sizes.png
Drawn at 4 px/µm.
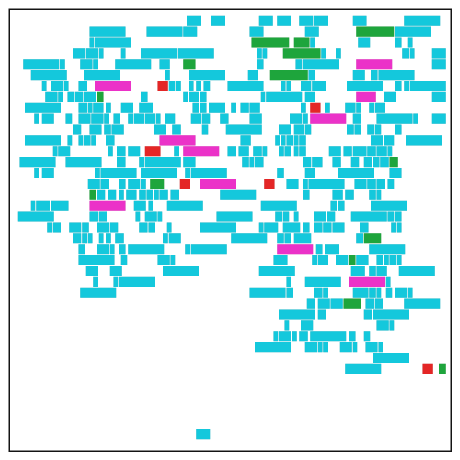
logic_types.png
Drawn at 4 px/µm.
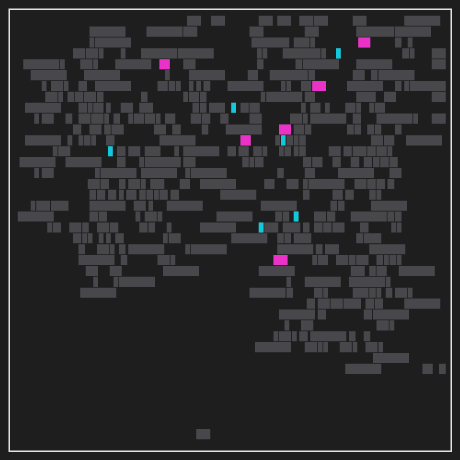
layer_met3.png
Drawn at 2 px/µm.
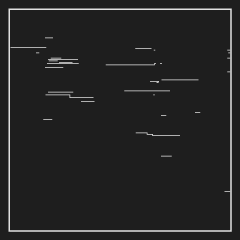
layer_met2.png
Drawn at 2 px/µm. Cells faint in the background.
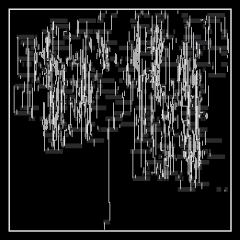
==> config.mk <==
export PLATFORM = sky130hd
export DESIGN_NAME = ultrasonic_presence
export DESIGN_NICKNAME = d
export VERILOG_FILES = /design/src/rtl/ultrasonic_pkg.sv /design/src/rtl/sync_2ff.sv /design/src/rtl/ultrasonic_presence.sv
export SDC_FILE = /design/constraint.sdc
export NUM_CORES = 1
export LEC_CHECK = 0
export CORE_UTILIZATION = 30
export CTS_CLUSTER_SIZE = 16
export DETAILED_ROUTE_END_ITERATION = 8
export PLACE_DENSITY = 0.51
export RECOVER_POWER = 100
export REMOVE_ABC_BUFFERS = 1
export SETUP_SLACK_MARGIN = 0.2
export SYNTH_ARGS = -nofsm -noshare
export SYNTH_HDL_FRONTEND = slang
export SYNTH_SLANG_ARGS = --single-unit
==> constraint.sdc <==
create_clock -name clk -period 4.9 [get_ports clk]
set_input_delay 0.735 -clock clk [delete_from_list [all_inputs] [get_ports clk]]
set_output_delay 0.735 -clock clk [all_outputs]
set_load 0.02 [all_outputs]
==> src/rtl/ultrasonic_pkg.sv <==
// Shared definitions for the ultrasonic presence sensor: FSM state encoding
// and default timing constants for a 50 MHz system clock.
package ultrasonic_pkg;

  typedef enum logic [2:0] {
    IDLE      = 3'd0,
    TRIGGER   = 3'd1,
    WAIT_ECHO = 3'd2,
    MEASURE   = 3'd3,
    COOLDOWN  = 3'd4
  } state_t;

  localparam int DEF_TRIG_CYCLES         = 500;      // 10 us trigger pulse
  localparam int DEF_CYCLES_PER_CM       = 2900;     // 58 us of echo per cm
  localparam int DEF_ECHO_TIMEOUT_CYCLES = 1250000;  // 25 ms echo wait
  localparam int DEF_PERIOD_CYCLES       = 3000000;  // 60 ms measurement period
  localparam int DEF_MAX_CM              = 400;
  localparam int DEF_THRESH_CM           = 20;
  localparam int DEF_DIST_BITS           = 9;
  localparam int DEF_FILTER_COUNT        = 3;

endpackage

==> src/rtl/sync_2ff.sv <==
// Generic two-flop synchronizer for asynchronous inputs (echo line, keypad
// lines, ...). Asynchronous active-low reset clears both stages.
module sync_2ff #(
  parameter int WIDTH = 1
) (
  input  logic             clk,
  input  logic             rst_n,
  input  logic [WIDTH-1:0] d,
  output logic [WIDTH-1:0] q
);

  logic [WIDTH-1:0] meta_reg;
  logic [WIDTH-1:0] sync_reg;

  // First stage may go metastable; second stage gives it a full cycle to settle.
  always_ff @(posedge clk or negedge rst_n) begin
    if (!rst_n) begin
      meta_reg <= '0;
      sync_reg <= '0;
    end else begin
      meta_reg <= d;
      sync_reg <= meta_reg;
    end
  end

  assign q = sync_reg;

endmodule

==> src/rtl/ultrasonic_presence.sv <==
// HC-SR04 style ranger driver: periodic trigger, echo width measurement in
// centimetres, and the active-low `distancia` presence flag for the LCD.
// Optional build macro ULTRASONIC_FILTER_EN: distancia only changes after
// FILTER_COUNT consecutive results agree on the new near/far classification.
module ultrasonic_presence
  import ultrasonic_pkg::*;
#(
  parameter int TRIG_CYCLES         = DEF_TRIG_CYCLES,
  parameter int CYCLES_PER_CM       = DEF_CYCLES_PER_CM,
  parameter int ECHO_TIMEOUT_CYCLES = DEF_ECHO_TIMEOUT_CYCLES,
  parameter int PERIOD_CYCLES       = DEF_PERIOD_CYCLES,
  parameter int MAX_CM              = DEF_MAX_CM,
  parameter int THRESH_CM           = DEF_THRESH_CM,
`ifdef ULTRASONIC_FILTER_EN
  parameter int FILTER_COUNT        = DEF_FILTER_COUNT,
`endif
  parameter int DIST_BITS           = DEF_DIST_BITS
) (
  input  logic                 clk,
  input  logic                 reset,
  input  logic                 enable_i,
  input  logic                 echo_i,
  output logic                 trig_o,
  output logic                 distancia,
  output logic [DIST_BITS-1:0] dist_cm,
  output logic                 dist_valid,
  output logic                 timeout_o
);

  localparam int CYC_W = $clog2(PERIOD_CYCLES + 1);
  localparam int SUB_W = (CYCLES_PER_CM > 1) ? $clog2(CYCLES_PER_CM) : 1;
  localparam int CM_W  = $clog2(MAX_CM + 1);

  localparam logic [CYC_W-1:0] TRIG_LAST    = CYC_W'(TRIG_CYCLES - 1);
  localparam logic [CYC_W-1:0] TIMEOUT_LAST = CYC_W'(TRIG_CYCLES + ECHO_TIMEOUT_CYCLES - 1);
  localparam logic [CYC_W-1:0] PERIOD_LAST  = CYC_W'(PERIOD_CYCLES - 1);
  localparam logic [SUB_W-1:0] SUB_LAST     = SUB_W'(CYCLES_PER_CM - 1);
  localparam logic [CM_W-1:0]  CM_MAX       = CM_W'(MAX_CM);
  localparam logic [CM_W-1:0]  CM_THRESH    = CM_W'(THRESH_CM);

  state_t             state_reg, state_next;
  logic [CYC_W-1:0]   cyc_reg, cyc_next;
  logic [SUB_W-1:0]   sub_reg, sub_next;
  logic [CM_W-1:0]    cm_reg, cm_next;
  logic               trig_reg;
  logic               echo_s, echo_d_reg;
  logic               echo_rise, echo_fall;
  logic               result_fire;
  logic [CM_W-1:0]    result_cm;
  logic               result_timeout;
  logic               result_far;
  logic [DIST_BITS-1:0] dist_reg;
  logic               valid_reg;
  logic               timeout_reg;
  logic               far_reg;

  sync_2ff #(.WIDTH(1)) u_echo_sync (
    .clk   (clk),
    .rst_n (reset),
    .d     (echo_i),
    .q     (echo_s)
  );

  assign echo_rise  = echo_s & ~echo_d_reg;
  assign echo_fall  = ~echo_s & echo_d_reg;
  assign result_far = ~(result_cm < CM_THRESH);

  // State, counters, edge-detect copy and a registered (glitch-free) trigger.
  always_ff @(posedge clk or negedge reset) begin
    if (!reset) begin
      state_reg  <= IDLE;
      cyc_reg    <= '0;
      sub_reg    <= '0;
      cm_reg     <= '0;
      echo_d_reg <= 1'b0;
      trig_reg   <= 1'b0;
    end else begin
      state_reg  <= state_next;
      cyc_reg    <= cyc_next;
      sub_reg    <= sub_next;
      cm_reg     <= cm_next;
      echo_d_reg <= echo_s;
      trig_reg   <= (state_next == TRIGGER);
    end
  end

  // Next-state logic; a result is produced on every transition into COOLDOWN.
  always_comb begin
    state_next     = state_reg;
    cyc_next       = (cyc_reg == '1) ? cyc_reg : cyc_reg + 1'b1;
    sub_next       = sub_reg;
    cm_next        = cm_reg;
    result_fire    = 1'b0;
    result_cm      = cm_reg;
    result_timeout = 1'b0;
    case (state_reg)
      IDLE: begin
        cyc_next = '0;
        if (enable_i) state_next = TRIGGER;
      end
      TRIGGER: begin
        if (cyc_reg == TRIG_LAST) state_next = WAIT_ECHO;
      end
      WAIT_ECHO: begin
        if (echo_rise) begin
          state_next = MEASURE;
          sub_next   = '0;
          cm_next    = '0;
        end else if (cyc_reg == TIMEOUT_LAST) begin
          state_next     = COOLDOWN;
          result_fire    = 1'b1;
          result_cm      = CM_MAX;
          result_timeout = 1'b1;
        end
      end
      MEASURE: begin
        if (echo_fall) begin
          // The fall-detect cycle is the last echo-high cycle being counted,
          // so a sub-counter sitting on its last value completes one more cm.
          state_next  = COOLDOWN;
          result_fire = 1'b1;
          result_cm   = (sub_reg == SUB_LAST) ? cm_reg + 1'b1 : cm_reg;
        end else if (sub_reg == SUB_LAST) begin
          sub_next = '0;
          cm_next  = cm_reg + 1'b1;
          if (cm_reg == CM_MAX - 1'b1) begin
            state_next  = COOLDOWN;
            result_fire = 1'b1;
            result_cm   = CM_MAX;
          end
        end else begin
          sub_next = sub_reg + 1'b1;
        end
      end
      COOLDOWN: begin
        // >= guards against a measurement overrunning a misconfigured period.
        if (cyc_reg >= PERIOD_LAST) begin
          cyc_next   = '0;
          state_next = enable_i ? TRIGGER : IDLE;
        end
      end
      default: begin
        state_next = IDLE;
        cyc_next   = '0;
      end
    endcase
  end

  // Result registers: distance, timeout flag and the one-cycle valid strobe.
  always_ff @(posedge clk or negedge reset) begin
    if (!reset) begin
      dist_reg    <= DIST_BITS'(MAX_CM);
      valid_reg   <= 1'b0;
      timeout_reg <= 1'b0;
    end else begin
      valid_reg <= result_fire;
      if (result_fire) begin
        dist_reg    <= DIST_BITS'(result_cm);
        timeout_reg <= result_timeout;
      end
    end
  end

`ifdef ULTRASONIC_FILTER_EN
  localparam int AGREE_W = (FILTER_COUNT > 1) ? $clog2(FILTER_COUNT) : 1;
  localparam logic [AGREE_W-1:0] AGREE_LAST = AGREE_W'(FILTER_COUNT - 1);

  logic [AGREE_W-1:0] agree_reg;

  // Presence flag flips only after a run of results all voting for the change.
  always_ff @(posedge clk or negedge reset) begin
    if (!reset) begin
      far_reg   <= 1'b1;
      agree_reg <= '0;
    end else if (result_fire) begin
      if (result_far == far_reg) begin
        agree_reg <= '0;
      end else if (agree_reg == AGREE_LAST) begin
        far_reg   <= result_far;
        agree_reg <= '0;
      end else begin
        agree_reg <= agree_reg + 1'b1;
      end
    end
  end
`else
  // Presence flag follows every result directly.
  always_ff @(posedge clk or negedge reset) begin
    if (!reset) begin
      far_reg <= 1'b1;
    end else if (result_fire) begin
      far_reg <= result_far;
    end
  end
`endif

  assign trig_o     = trig_reg;
  assign distancia  = far_reg;
  assign dist_cm    = dist_reg;
  assign dist_valid = valid_reg;
  assign timeout_o  = timeout_reg;

endmodule

==> notes.org <==
#+TITLE: Synthesis and PnR summary

** Synth
- In this run, the synthesized area fraction spent on and/or/nand/nor cells is recorded as 0.2983.
- The most used flip-flop cell after synthesis is dfrtp_1.
- In this run the mean area of a mapped cell was a little over 9 µm².
- Top cells by area, synth :: dfrtp_1 41%, xor2_1 5.7%, nor2_1 5.1%, nand2_1 4.3%, nand4_1 3.4%
- Top cell types by occurrence after synthesis :: 58 x dfrtp_1, 48 x nor2_1, 40 x nand2_1
- Yosys top cell by area :: dfrtp_1
- Summing every instance area after synthesis gives ~0.0035 mm².

** Global route
- Total gr overflow :: 0
- The first global-routing pass estimated between 10000 and 15000 µm of wire.
- In the global route stage, met2 resource usage came out at 0.2330.

** Cells and area
- Logic area :: 0.001793 mm²
- Total of fill cells in the finished design :: between 1000 and 1500
- Number of non-filler instances in the completed layout :: between 500 and 600
- Once layout is done, the placed cells without fillers occupy 0.004001 mm².

** Floorplan
- In this run the standard cell core region covers roughly 0.011 mm².
- Tapcells inserted :: roughly 140

** Routing
- The first TritonRoute pass finished after 5 iterations.
- In the detailed route, the total length drawn on met2 is about 3900 µm.
- Detail Route met3 WL :: between 200 and 250 µm

** Status
- Violations in the final reports :: capacitance limit, slew limit
- The run finished, with violations left.

** Worst setup path
- First element of the critical path :: cyc_reg[2]
- Peak fanout along the critical path :: 12
- Crit path capture :: cyc_reg[14]
- For the worst reg-to-reg path, the endpoint reported by OpenROAD is cyc_reg[14].

** Power and ir drop
- Overall power consumption after layout is estimated at around 1.1 mW.

** Run
- In this run the maximum-capacitance check reported violations numbering 1.

** Clocking
- Largest buffer count on any clock path :: 2
- Clock sink count :: roughly 62
- Clock slew at the register clock pins of the worst setup and hold paths :: ~0.06 ns

** Place
- After its last routability iteration, the placer logged a weighted congestion of roughly 0.81.
- Cell count after placement :: 525

** Timing
- Max-slew violation total from the final report :: 13
Notes on sizes.png above:
cyan -> _0 and _1 cells  # cells 368, most used dfrtp_1
red -> _3 and _4 cells  # cells 6, most used clkinvlp_4
green -> _2 cells  # cells 14, most used dfstp_2
magenta -> _6 and larger  # cells 10, most used clkbuf_16

Notes on logic_types.png above:
magenta -> non-inverting ao/oa cells  # cells 6
cyan -> inv cells  # cells 6

Notes on layer_met3.png above:
share of all routed wire = 3.1%
wire length on this layer = 246 µm
longest straight run = 24.2 µm
nets with wire on the layer = 24

Notes on layer_met2.png above:
nets with wire on the layer = 320
main direction = vertical
longest straight run = 41.8 µm
share of all routed wire = 48%

Power and IR drop assume default switching activity.
